Figure 1. M1 wires (run 1).
Bar = 20 µm.
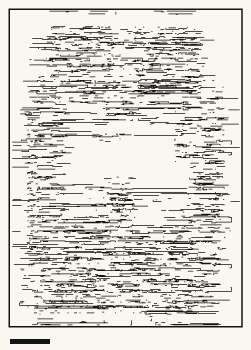
Figure 2. M2 wires (run 1).
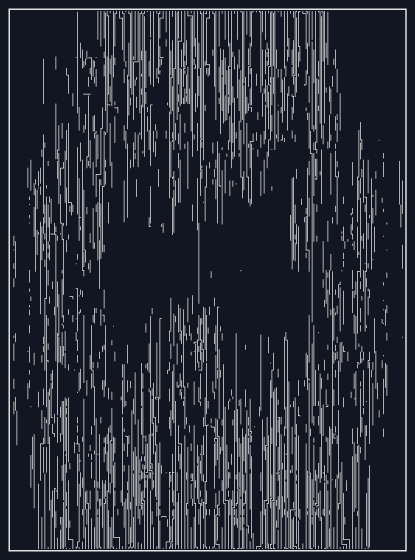
Figure 3. The metal 3 layer (run 1).
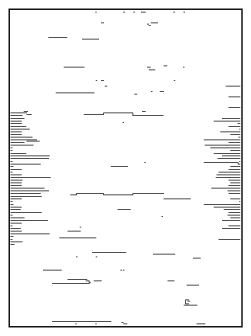
==> config.mk <==
export PLATFORM = sky130hd
export DESIGN_NAME = harvard_bus_arbiter
export DESIGN_NICKNAME = d
export VERILOG_FILES = /design/src/rtl/mips_bus_pkg.sv /design/src/rtl/bus_timeout_ctr.sv /design/src/rtl/harvard_bus_arbiter.sv
export SDC_FILE = /design/constraint.sdc
export NUM_CORES = 1
export LEC_CHECK = 0
export ABC_AREA = 1
export CORE_ASPECT_RATIO = 1.4
export CORE_MARGIN = 5
export CORE_UTILIZATION = 36
export DETAILED_ROUTE_END_ITERATION = 8
export GPL_TIMING_DRIVEN = 0
export PLACE_DENSITY = 0.76
export SLEW_MARGIN = 30
export SYNTH_ARGS = -nofsm -noshare
export SYNTH_HDL_FRONTEND = slang
export SYNTH_SLANG_ARGS = --single-unit
==> constraint.sdc <==
create_clock -name clk -period 2.3 [get_ports clk]
set_input_delay 0.46 -clock clk [delete_from_list [all_inputs] [get_ports clk]]
set_output_delay 0.46 -clock clk [all_outputs]
set_load 0.05 [all_outputs]
==> impl_metrics.env, run 1 <==
# physical design summary
export IMPL_io_buffers=273
export IMPL_crit_cells=5
export IMPL_yosys_area_um2=5770
export IMPL_mux_area_share_pct=0
export IMPL_gp_congestion=0.824
export IMPL_rrSetupSlack_ns=0.73
export IMPL_crit_buf_inv=3
export IMPL_ys_types=24
export IMPL_comb_cells=464
export IMPL_power_group_top="combinational cells"
export IMPL_top_logic_kind="simple AND/OR/NAND/NOR gates"
export IMPL_tightest_slew_ns=0.569
export IMPL_met1_length_um=7330
export IMPL_nWellTaps=196
export IMPL_seq_share_pct=36.5
export IMPL_nClkBuffers=20
export IMPL_stdcell_area_um2=9400
export IMPL_insertion_delay_ns=0.42
export IMPL_utilization_pct=60.0
export IMPL_hold_buffers=1
export IMPL_finalHoldViolCount=0
export IMPL_power_clock_mw=2.77
export IMPL_hpwl_um=14700
export IMPL_edf_count=0
export IMPL_first_pass_iters=5
export IMPL_p_clk_share_pct=18.2
export IMPL_top_area_cell_class="sequential cells"
export IMPL_antenna_found_initial=0
export IMPL_finalSetupViolCount=0
export IMPL_hold_slack_ns=0.465
export IMPL_layout_top_cell="nand2_1"
export IMPL_postCtsSetupBuffers=0
export IMPL_cts_reportedPaths_clkPinSlew_ns=0.06
export IMPL_grt_max_degree=84
export IMPL_grt_setup_unrepaired="false"
export IMPL_cts_num_sinks=137
export IMPL_min_delay_path_depth=2
export IMPL_worst_slack_ns=0.0922
export IMPL_syn_to_final_growth_pct=62.8
export IMPL_via_per_inst=4.66
export IMPL_drive_above_1_share_pct=8.08
export IMPL_die_w_um=117
export IMPL_status="finished clean"
export IMPL_rows=54
export IMPL_top_area_cell="dfrtp_1"
export IMPL_buffers=313
export IMPL_fin_nets=1115
export IMPL_dpl_cell_count=1153
export IMPL_busiest_layer="met2"
export IMPL_antenna_cells=0
export IMPL_ys_async_sr_fraction_pct=100
export IMPL_cp_cell_sequence="clkdlybuf4s50_1, nor2_4, buf_4, a31oi_1, clkbuf_4"
export IMPL_syn_area_per_cell_um2=8.45
export IMPL_cpPeakStageDelay_ns=0.57
export IMPL_drc=0
export IMPL_netlist_area_um2=5770
export IMPL_finalNonFillerCells=1186
export IMPL_grt_pass1_wl_um=30300
export IMPL_synth_seq_share_pct=59.4
export IMPL_most_common_cell="nand2_1"
export IMPL_clk_share_pct=6.43
export IMPL_numCtsBuffers=17
export IMPL_min_path_type="flop to flop"
export IMPL_fin_crit_sh_pct=96.0
export IMPL_seq_power_share_pct=26.5
export IMPL_aoi_share_pct=5.94
export IMPL_ys_sh_simple_pct=27.6
export IMPL_crit_slowest_cell="clkdlybuf4s50_1"
export IMPL_maxSlewViolCount=0
export IMPL_crit_family="buffers and inverters"
export IMPL_grt_use_total_pct=21.0
Back to the opening pictures, Figure 1:
longest straight run = 39.1 µm
share of all routed wire = 38%
wire length on this layer = 7330 µm
nets with wire on the layer = 994
main direction = horizontal
DRT Wirelength: 19400 µm
met1 GRT Util: 24.1%

Back to the opening pictures, Figure 2:
nets with wire on the layer = 881
longest straight run = 51.0 µm
main direction = vertical
share of all routed wire = 53%
wire length on this layer = 10300 µm
met2 Use GR: 36.8%
via count: 5526

Back to the opening pictures, Figure 3:
main direction = horizontal
longest straight run = 29.7 µm
wire length on this layer = 1110 µm
GRT met3 Usage: 4.81%

Figure 4. M4 wires (run 1).
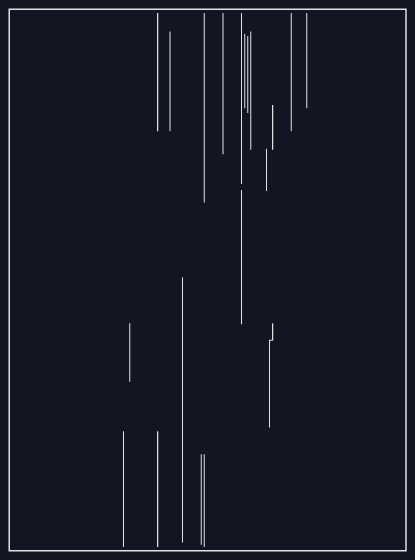

==> run 2: changes to the inputs <==
CORE_UTILIZATION = 32   (was 36)
PLACE_DENSITY = 0.69   (was 0.76)
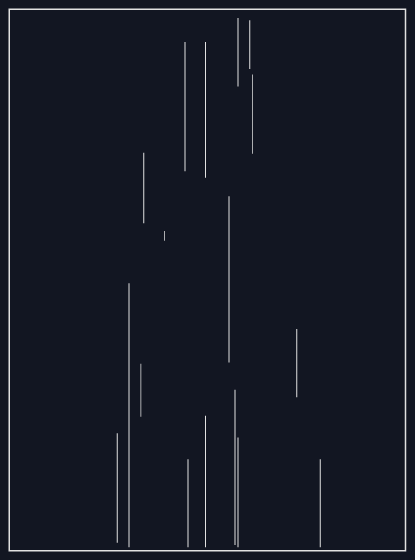
Figure 5: run 2, M4 wires.
nets with wire on the layer = 13
longest straight run = 82.3 µm
main direction = vertical
via count: 5465
DRT Wirelength: 19200 µm

==> run 2 against run 1 <==
The flow now finishes with violations (negative hold slack); final cell count is 3.6% higher; combinational power decreased by 0.5%; fmax shrank 0.60%; critical endpoint unchanged; largest power group unchanged; highest routed layer is now met5.
==> impl_metrics.env, run 2 <==
# physical design summary
export IMPL_status="finished with violations"
export IMPL_violations="negative hold slack"
export IMPL_n_all_inverters=44
export IMPL_cp_cell_sequence="clkdlybuf4s50_1, nor2_4, buf_4, a31oi_1, buf_4"
export IMPL_p_clk_share_pct=19.9
export IMPL_syn_to_final_growth_pct=64.6
export IMPL_numCtsBuffers=17
export IMPL_finalSetupViolCount=0
export IMPL_cp_required_ns=1.84
export IMPL_gp_congestion=0.811
export IMPL_ys_async_sr_fraction_pct=100
export IMPL_power_mw=15.5
export IMPL_via_per_inst=4.45
export IMPL_crit_cells=5
export IMPL_postCtsSetupBuffers=0
export IMPL_rrSetupSlack_ns=0.75
export IMPL_met1_length_um=7270
export IMPL_hold_slack_ns=-0.00254
export IMPL_comb_cells=464
export IMPL_flop_area_um2=3430
export IMPL_top_logic_kind="simple AND/OR/NAND/NOR gates"
export IMPL_most_common_cell="nand2_1"
export IMPL_cpPeakStageDelay_ns=0.59
export IMPL_p_seq_mw=4.03
export IMPL_grt_util_met2_pct=32.7
export IMPL_top_area_cell_class="sequential cells"
export IMPL_drive_above_1_share_pct=8.09
export IMPL_synthXorXnorAreaFrac_pct=0
export IMPL_antenna_found_initial=1
export IMPL_arrival_ns=1.76
export IMPL_seq_share_pct=36.1
export IMPL_fin_crit_sh_pct=96.6
export IMPL_buffers=312
export IMPL_critical_path_most_common_cell="buf_4"
export IMPL_timing_setup_tns_ns=0
export IMPL_top_area_cell="dfrtp_1"
export IMPL_coreArea_um2=17900
export IMPL_tightest_slew_ns=0.596
export IMPL_finalHoldViolCount=1
export IMPL_finalNonFillerCells=1229
export IMPL_aoi_share_pct=5.94
export IMPL_crit_slowest_cell="clkdlybuf4s50_1"
export IMPL_logic_area_um2=1940
export IMPL_rows=58
export IMPL_hpwl_um=14500
export IMPL_nWellTaps=240
export IMPL_dpl_cell_count=1197
export IMPL_grt_max_degree=75
export IMPL_maxSlewViolCount=0
export IMPL_grt_pass1_wl_um=29600
export IMPL_power_group_top="combinational cells"
export IMPL_first_pass_iters=4
export IMPL_stdcell_area_um2=9500
export IMPL_mux_area_share_pct=0
export IMPL_met1_usage_pct=21.0
export IMPL_crit_buf_inv=3
export IMPL_ys_types=24
export IMPL_worst_slack_ns=0.0789
export IMPL_utilization_pct=53.2
export IMPL_grt_setup_unrepaired="false"
export IMPL_power_clock_mw=3.08
export IMPL_hold_buffers=0
export IMPL_htreeDepth=4
export IMPL_edf_count=0
export IMPL_ys_sh_simple_pct=27.6
export IMPL_grt_use_total_pct=18.5
export IMPL_final_fill_count=1688
export IMPL_cts_reportedPaths_clkPinSlew_ns=0.06
export IMPL_syn_inst=683
export IMPL_fin_nets=1114
export IMPL_combPwrFrac_pct=54.2
export IMPL_busiest_layer="met2"
export IMPL_min_path_type="input pin to async pin"
export IMPL_grt_ovfl_total=0
export IMPL_layout_top_cell="nand2_1"
export IMPL_clk_share_pct=7.00
export IMPL_antenna_cells=0
export IMPL_drc=0
export IMPL_cts_num_sinks=137
export IMPL_crit_family="buffers and inverters"
export IMPL_syn_area_per_cell_um2=8.45
export IMPL_synth_seq_share_pct=59.4
export IMPL_p_sw_share_pct=47.4
export IMPL_nClkBuffers=19
export IMPL_ant_nets=0
export IMPL_die_w_um=124
export IMPL_yosys_area_um2=5770
export IMPL_use_met3_pct=4.65
export IMPL_top_cells_by_count="nand2_1 (332), dfrtp_1 (137), o21ai_0 (50)"
export IMPL_netlist_area_um2=5770
export IMPL_chipArea_um2=20900
export IMPL_io_buffers=273
export IMPL_insertion_delay_ns=0.42
export IMPL_seq_power_share_pct=26.0
Power is estimated from default activity; no workload was simulated.
